<file path="src/rtl/stw_sweep_controller.sv">
// Stop-the-World BIST sequencer: applies one or all entries of a programmable pattern table to the
// systolic array's STW ports and folds every per-PE result into a sticky fault map.
module stw_sweep_controller #(
  parameter int ROWS         = 4,
  parameter int COLS         = 4,
  parameter int WORD_SIZE    = 16,
  parameter int NUM_PATTERNS = 4,
  parameter int TIMEOUT      = 64,
  localparam int IW = (NUM_PATTERNS > 1) ? $clog2(NUM_PATTERNS) : 1,
  localparam int PE = ROWS * COLS
) (
  input  logic                   clk,
  input  logic                   rst,
  input  logic                   start,
  input  logic                   abort,
  input  logic [1:0]             mode,
  input  logic [IW-1:0]          pattern_sel,
  input  logic                   pat_wr_en,
  input  logic [IW-1:0]          pat_wr_idx,
  input  logic [4*WORD_SIZE-1:0] pat_wr_data,
  output logic                   STW_test_load_en,
  output logic [WORD_SIZE-1:0]   STW_mult_op1,
  output logic [WORD_SIZE-1:0]   STW_mult_op2,
  output logic [WORD_SIZE-1:0]   STW_add_op,
  output logic [WORD_SIZE-1:0]   STW_expected,
  output logic                   STW_start,
  input  logic                   STW_complete,
  input  logic [PE-1:0]          STW_result_mat,
  output logic [PE-1:0]          fault_map,
  output logic                   busy,
  output logic                   done,
  output logic                   timeout_err,
  output logic [7:0]             sweep_count
);

  localparam int TW = (TIMEOUT > 2) ? $clog2(TIMEOUT) : 1;
  localparam logic [TW-1:0] TMO_LAST = TW'(TIMEOUT - 1);
  localparam logic [IW-1:0] LAST_IDX = IW'(NUM_PATTERNS - 1);

  localparam logic [2:0] S_IDLE   = 3'd0;
  localparam logic [2:0] S_LOAD   = 3'd1;
  localparam logic [2:0] S_LAUNCH = 3'd2;
  localparam logic [2:0] S_WAIT   = 3'd3;
  localparam logic [2:0] S_ACCUM  = 3'd4;
  localparam logic [2:0] S_DONE   = 3'd5;

  localparam logic [1:0] M_SINGLE = 2'b00;
  localparam logic [1:0] M_CONT   = 2'b10;

  logic [2:0]             state_q, state_d;
  logic [1:0]             mode_q, mode_d;
  logic [IW-1:0]          idx_q, idx_d;
  logic [TW-1:0]          timer_q, timer_d;
  logic                   skip_q, skip_d;
  logic [PE-1:0]          fault_q, fault_d;
  logic                   terr_q, terr_d;
  logic [7:0]             cnt_q, cnt_d;
  logic [4*WORD_SIZE-1:0] ops_q;
  logic [4*WORD_SIZE-1:0] ops;
  logic [4*WORD_SIZE-1:0] pat_tbl_q [NUM_PATTERNS];
  logic [IW-1:0]          sel_clamped;
  logic                   wr_idx_ok;

  // Index range guards only exist when the index width can encode unused entries.
  if ((1 << IW) > NUM_PATTERNS) begin : g_idx_guard
    assign sel_clamped = (pattern_sel > LAST_IDX) ? LAST_IDX : pattern_sel;
    assign wr_idx_ok   = (pat_wr_idx <= LAST_IDX);
  end else begin : g_idx_full
    assign sel_clamped = pattern_sel;
    assign wr_idx_ok   = 1'b1;
  end

  // NOTE: the table is a small register file, so it takes the async reset like any other state;
  // a RAM-style table without reset would leave X operands after power-up.
  always_ff @(posedge clk or posedge rst) begin
    if (rst) begin
      for (int i = 0; i < NUM_PATTERNS; i++) pat_tbl_q[i] <= '0;
    end else if (pat_wr_en && wr_idx_ok && (state_q == S_IDLE)) begin
      pat_tbl_q[pat_wr_idx] <= pat_wr_data;
    end
  end

  // NOTE: every next-state variable gets its hold value first, so no path through the case
  // statement can leave one unassigned and infer a latch.
  always_comb begin
    state_d = state_q;
    mode_d  = mode_q;
    idx_d   = idx_q;
    timer_d = timer_q;
    skip_d  = skip_q;
    fault_d = fault_q;
    terr_d  = terr_q;
    cnt_d   = cnt_q;
    if (abort) begin
      state_d = S_IDLE;
    end else begin
      case (state_q)
        S_IDLE: begin
          if (start) begin
            mode_d  = mode;
            idx_d   = (mode == M_SINGLE) ? sel_clamped : '0;
            fault_d = '1;
            terr_d  = 1'b0;
            cnt_d   = '0;
            state_d = S_LOAD;
          end
        end
        S_LOAD:   state_d = S_LAUNCH;
        S_LAUNCH: begin
          timer_d = '0;
          skip_d  = 1'b0;
          state_d = S_WAIT;
        end
        S_WAIT: begin
          // First WAIT cycle still sees the previous test's complete level.
          if ((timer_q != '0) && STW_complete) begin
            state_d = S_ACCUM;
          end else if (timer_q == TMO_LAST) begin
            terr_d  = 1'b1;
            fault_d = '0;
            skip_d  = 1'b1;
            state_d = S_ACCUM;
          end else begin
            timer_d = timer_q + 1'b1;
          end
        end
        S_ACCUM: begin
          if (!skip_q) fault_d = fault_q & STW_result_mat;
          if ((mode_q == M_SINGLE) || (idx_q == LAST_IDX)) begin
            state_d = S_DONE;
          end else begin
            idx_d   = idx_q + 1'b1;
            state_d = S_LOAD;
          end
        end
        S_DONE: begin
          if (cnt_q != 8'hFF) cnt_d = cnt_q + 8'd1;
          if (mode_q == M_CONT) begin
            idx_d   = '0;
            state_d = S_LOAD;
          end else begin
            state_d = S_IDLE;
          end
        end
        default: state_d = S_IDLE;
      endcase
    end
  end

  // NOTE: state registers use non-blocking assignments so every flop samples pre-edge values.
  always_ff @(posedge clk or posedge rst) begin
    if (rst) begin
      state_q <= S_IDLE;
      mode_q  <= '0;
      idx_q   <= '0;
      timer_q <= '0;
      skip_q  <= 1'b0;
      fault_q <= '1;
      terr_q  <= 1'b0;
      cnt_q   <= '0;
      ops_q   <= '0;
    end else begin
      state_q <= state_d;
      mode_q  <= mode_d;
      idx_q   <= idx_d;
      timer_q <= timer_d;
      skip_q  <= skip_d;
      fault_q <= fault_d;
      terr_q  <= terr_d;
      cnt_q   <= cnt_d;
      if (state_q == S_LOAD) ops_q <= pat_tbl_q[idx_q];
    end
  end

  // Operands are live from the table during LOAD and held afterwards until the next LOAD.
  assign ops = (state_q == S_LOAD) ? pat_tbl_q[idx_q] : ops_q;

  assign STW_mult_op1     = ops[WORD_SIZE-1:0];
  assign STW_mult_op2     = ops[2*WORD_SIZE-1:WORD_SIZE];
  assign STW_add_op       = ops[3*WORD_SIZE-1:2*WORD_SIZE];
  assign STW_expected     = ops[4*WORD_SIZE-1:3*WORD_SIZE];
  assign STW_test_load_en = (state_q == S_LOAD);
  assign STW_start        = (state_q == S_LAUNCH);
  assign busy             = (state_q != S_IDLE);
  assign done             = (state_q == S_DONE);
  assign fault_map        = fault_q;
  assign timeout_err      = terr_q;
  assign sweep_count      = cnt_q;

endmodule

</file>
<file path="config.mk">
export PLATFORM = sky130hd
export DESIGN_NAME = stw_sweep_controller
export DESIGN_NICKNAME = d
export VERILOG_FILES = /design/src/rtl/stw_sweep_controller.sv
export SDC_FILE = /design/constraint.sdc
export NUM_CORES = 1
export LEC_CHECK = 0
export ABC_AREA = 0
export CAP_MARGIN = 0
export CORE_UTILIZATION = 40
export DETAILED_ROUTE_END_ITERATION = 10
export PLACE_DENSITY_LB_ADDON = 0.1
export SYNTH_ARGS = -nofsm -noshare
export SYNTH_HDL_FRONTEND = slang
export SYNTH_SLANG_ARGS = --single-unit
</file>
<file path="constraint.sdc">
create_clock -name clk -period 31.2 [get_ports clk]
set_input_delay 6.24 -clock clk [delete_from_list [all_inputs] [get_ports clk]]
set_output_delay 6.24 -clock clk [all_outputs]
set_load 0.02 [all_outputs]
</file>
==> impl_metrics.env <==
# source this file to load flow results
export IMPL_cts_htree_levels=2
export IMPL_cts_hold_buf=0
export IMPL_numCtsBuffers=41
export IMPL_final_cell_mix="341 x dfrtp_1, 318 x mux2_2, 184 x clkdlybuf4s50_1, 64 x mux4_2, 43 x clkbuf_16"
export IMPL_startpoint="idx_q[0]"
export IMPL_switching_share_pct=28.2
export IMPL_status="completed"
export IMPL_drc=0
export IMPL_clockBufferDepth=3
export IMPL_p_total_w=0.00177
export IMPL_buffers_excl_clock=200
export IMPL_worst_pin_slew_ps=1050
export IMPL_p_sw_w=0.000500
export IMPL_r2r_end="pat_tbl_q[231]"
export IMPL_busiest_layer="met2"
export IMPL_clock_power_w=0.000506
export IMPL_warning_count=31
export IMPL_nets=1273
export IMPL_comb_share_pct=31.6
export IMPL_finalClockPeriodUsage_pct=31.7
export IMPL_critPathBufInv=2
export IMPL_yosys_area_top_type_share_pct=55.4
export IMPL_dieArea_um2=39600
export IMPL_hold_viol_final=0
export IMPL_comb_area_um2=6100
export IMPL_clock_buffers=64
export IMPL_r2r_setup_slack_ps=28430
export IMPL_hold_depth=2
export IMPL_pwr_share_comb_pct=30.4
export IMPL_num_rows=71
export IMPL_overflow=0
export IMPL_wl_met2_um=16100
export IMPL_cts_tree="done"
export IMPL_endpoint="STW_expected[1]"
export IMPL_critPathTopFamily="buffers and inverters"
export IMPL_grt_pass1_vias=9707
export IMPL_finalSetupViolations=0
export IMPL_synthMuxAreaShare_pct=32.8
export IMPL_yosysMostFrequentCell="dfrtp_1"
export IMPL_cts_sinks=359
export IMPL_synthesis_area_um2=15500
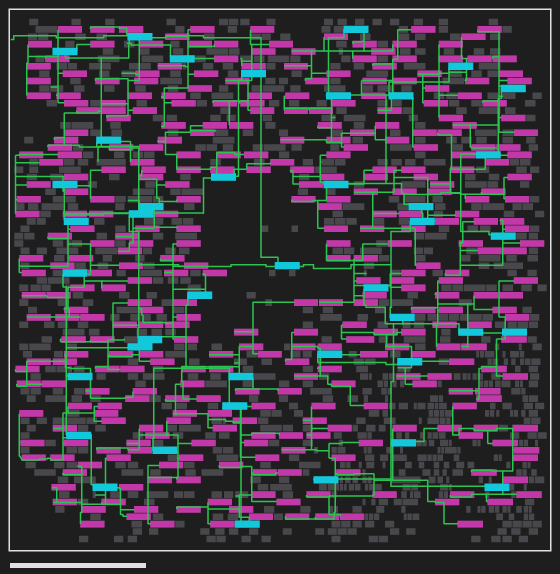
**Above:** clock distribution.
Bar = 50 um.
- clock wires: green (length 4910 um)
- flip-flops: magenta (count 359)
- cells driving clock nets: cyan (count 41)
- routed clock nets: 42

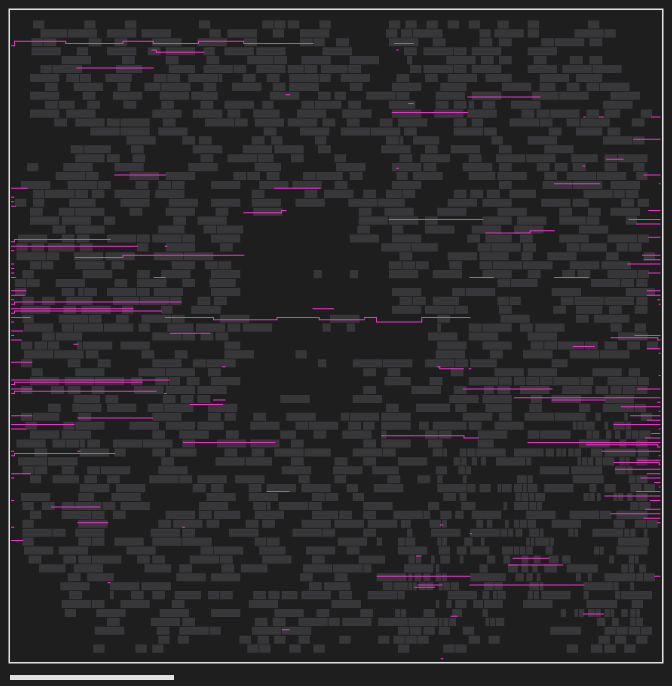
**Above:** M3 wires.
Bar = 50 um.
- share of all routed wire: 4.8%
- nets with wire on the layer: 110
- longest straight run: 50.8 um
- wire length on this layer: 1630 um
met3 usage: 3.87%
final WL: 34200 um
Vias: 8949

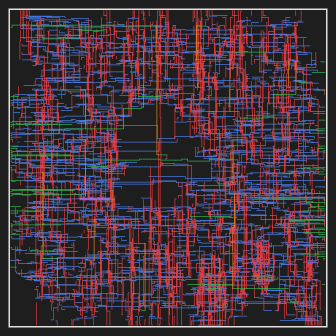
**Above:** metal layers overlaid.
- met2: red (wire length 16100 um)
- met5: purple (wire length 17.5 um)
- met1: blue (wire length 15700 um)
- met3: green (wire length 1630 um)
- met4: orange (wire length 677 um)
drt wl/cell: 19.9 um
GRT Util Overall: 17.9%

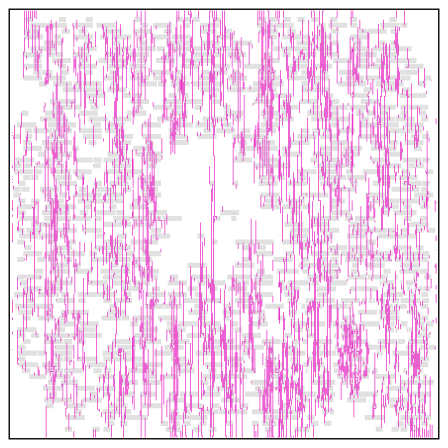
**Above:** metal 2.
- share of all routed wire: 47%
- nets with wire on the layer: 1175

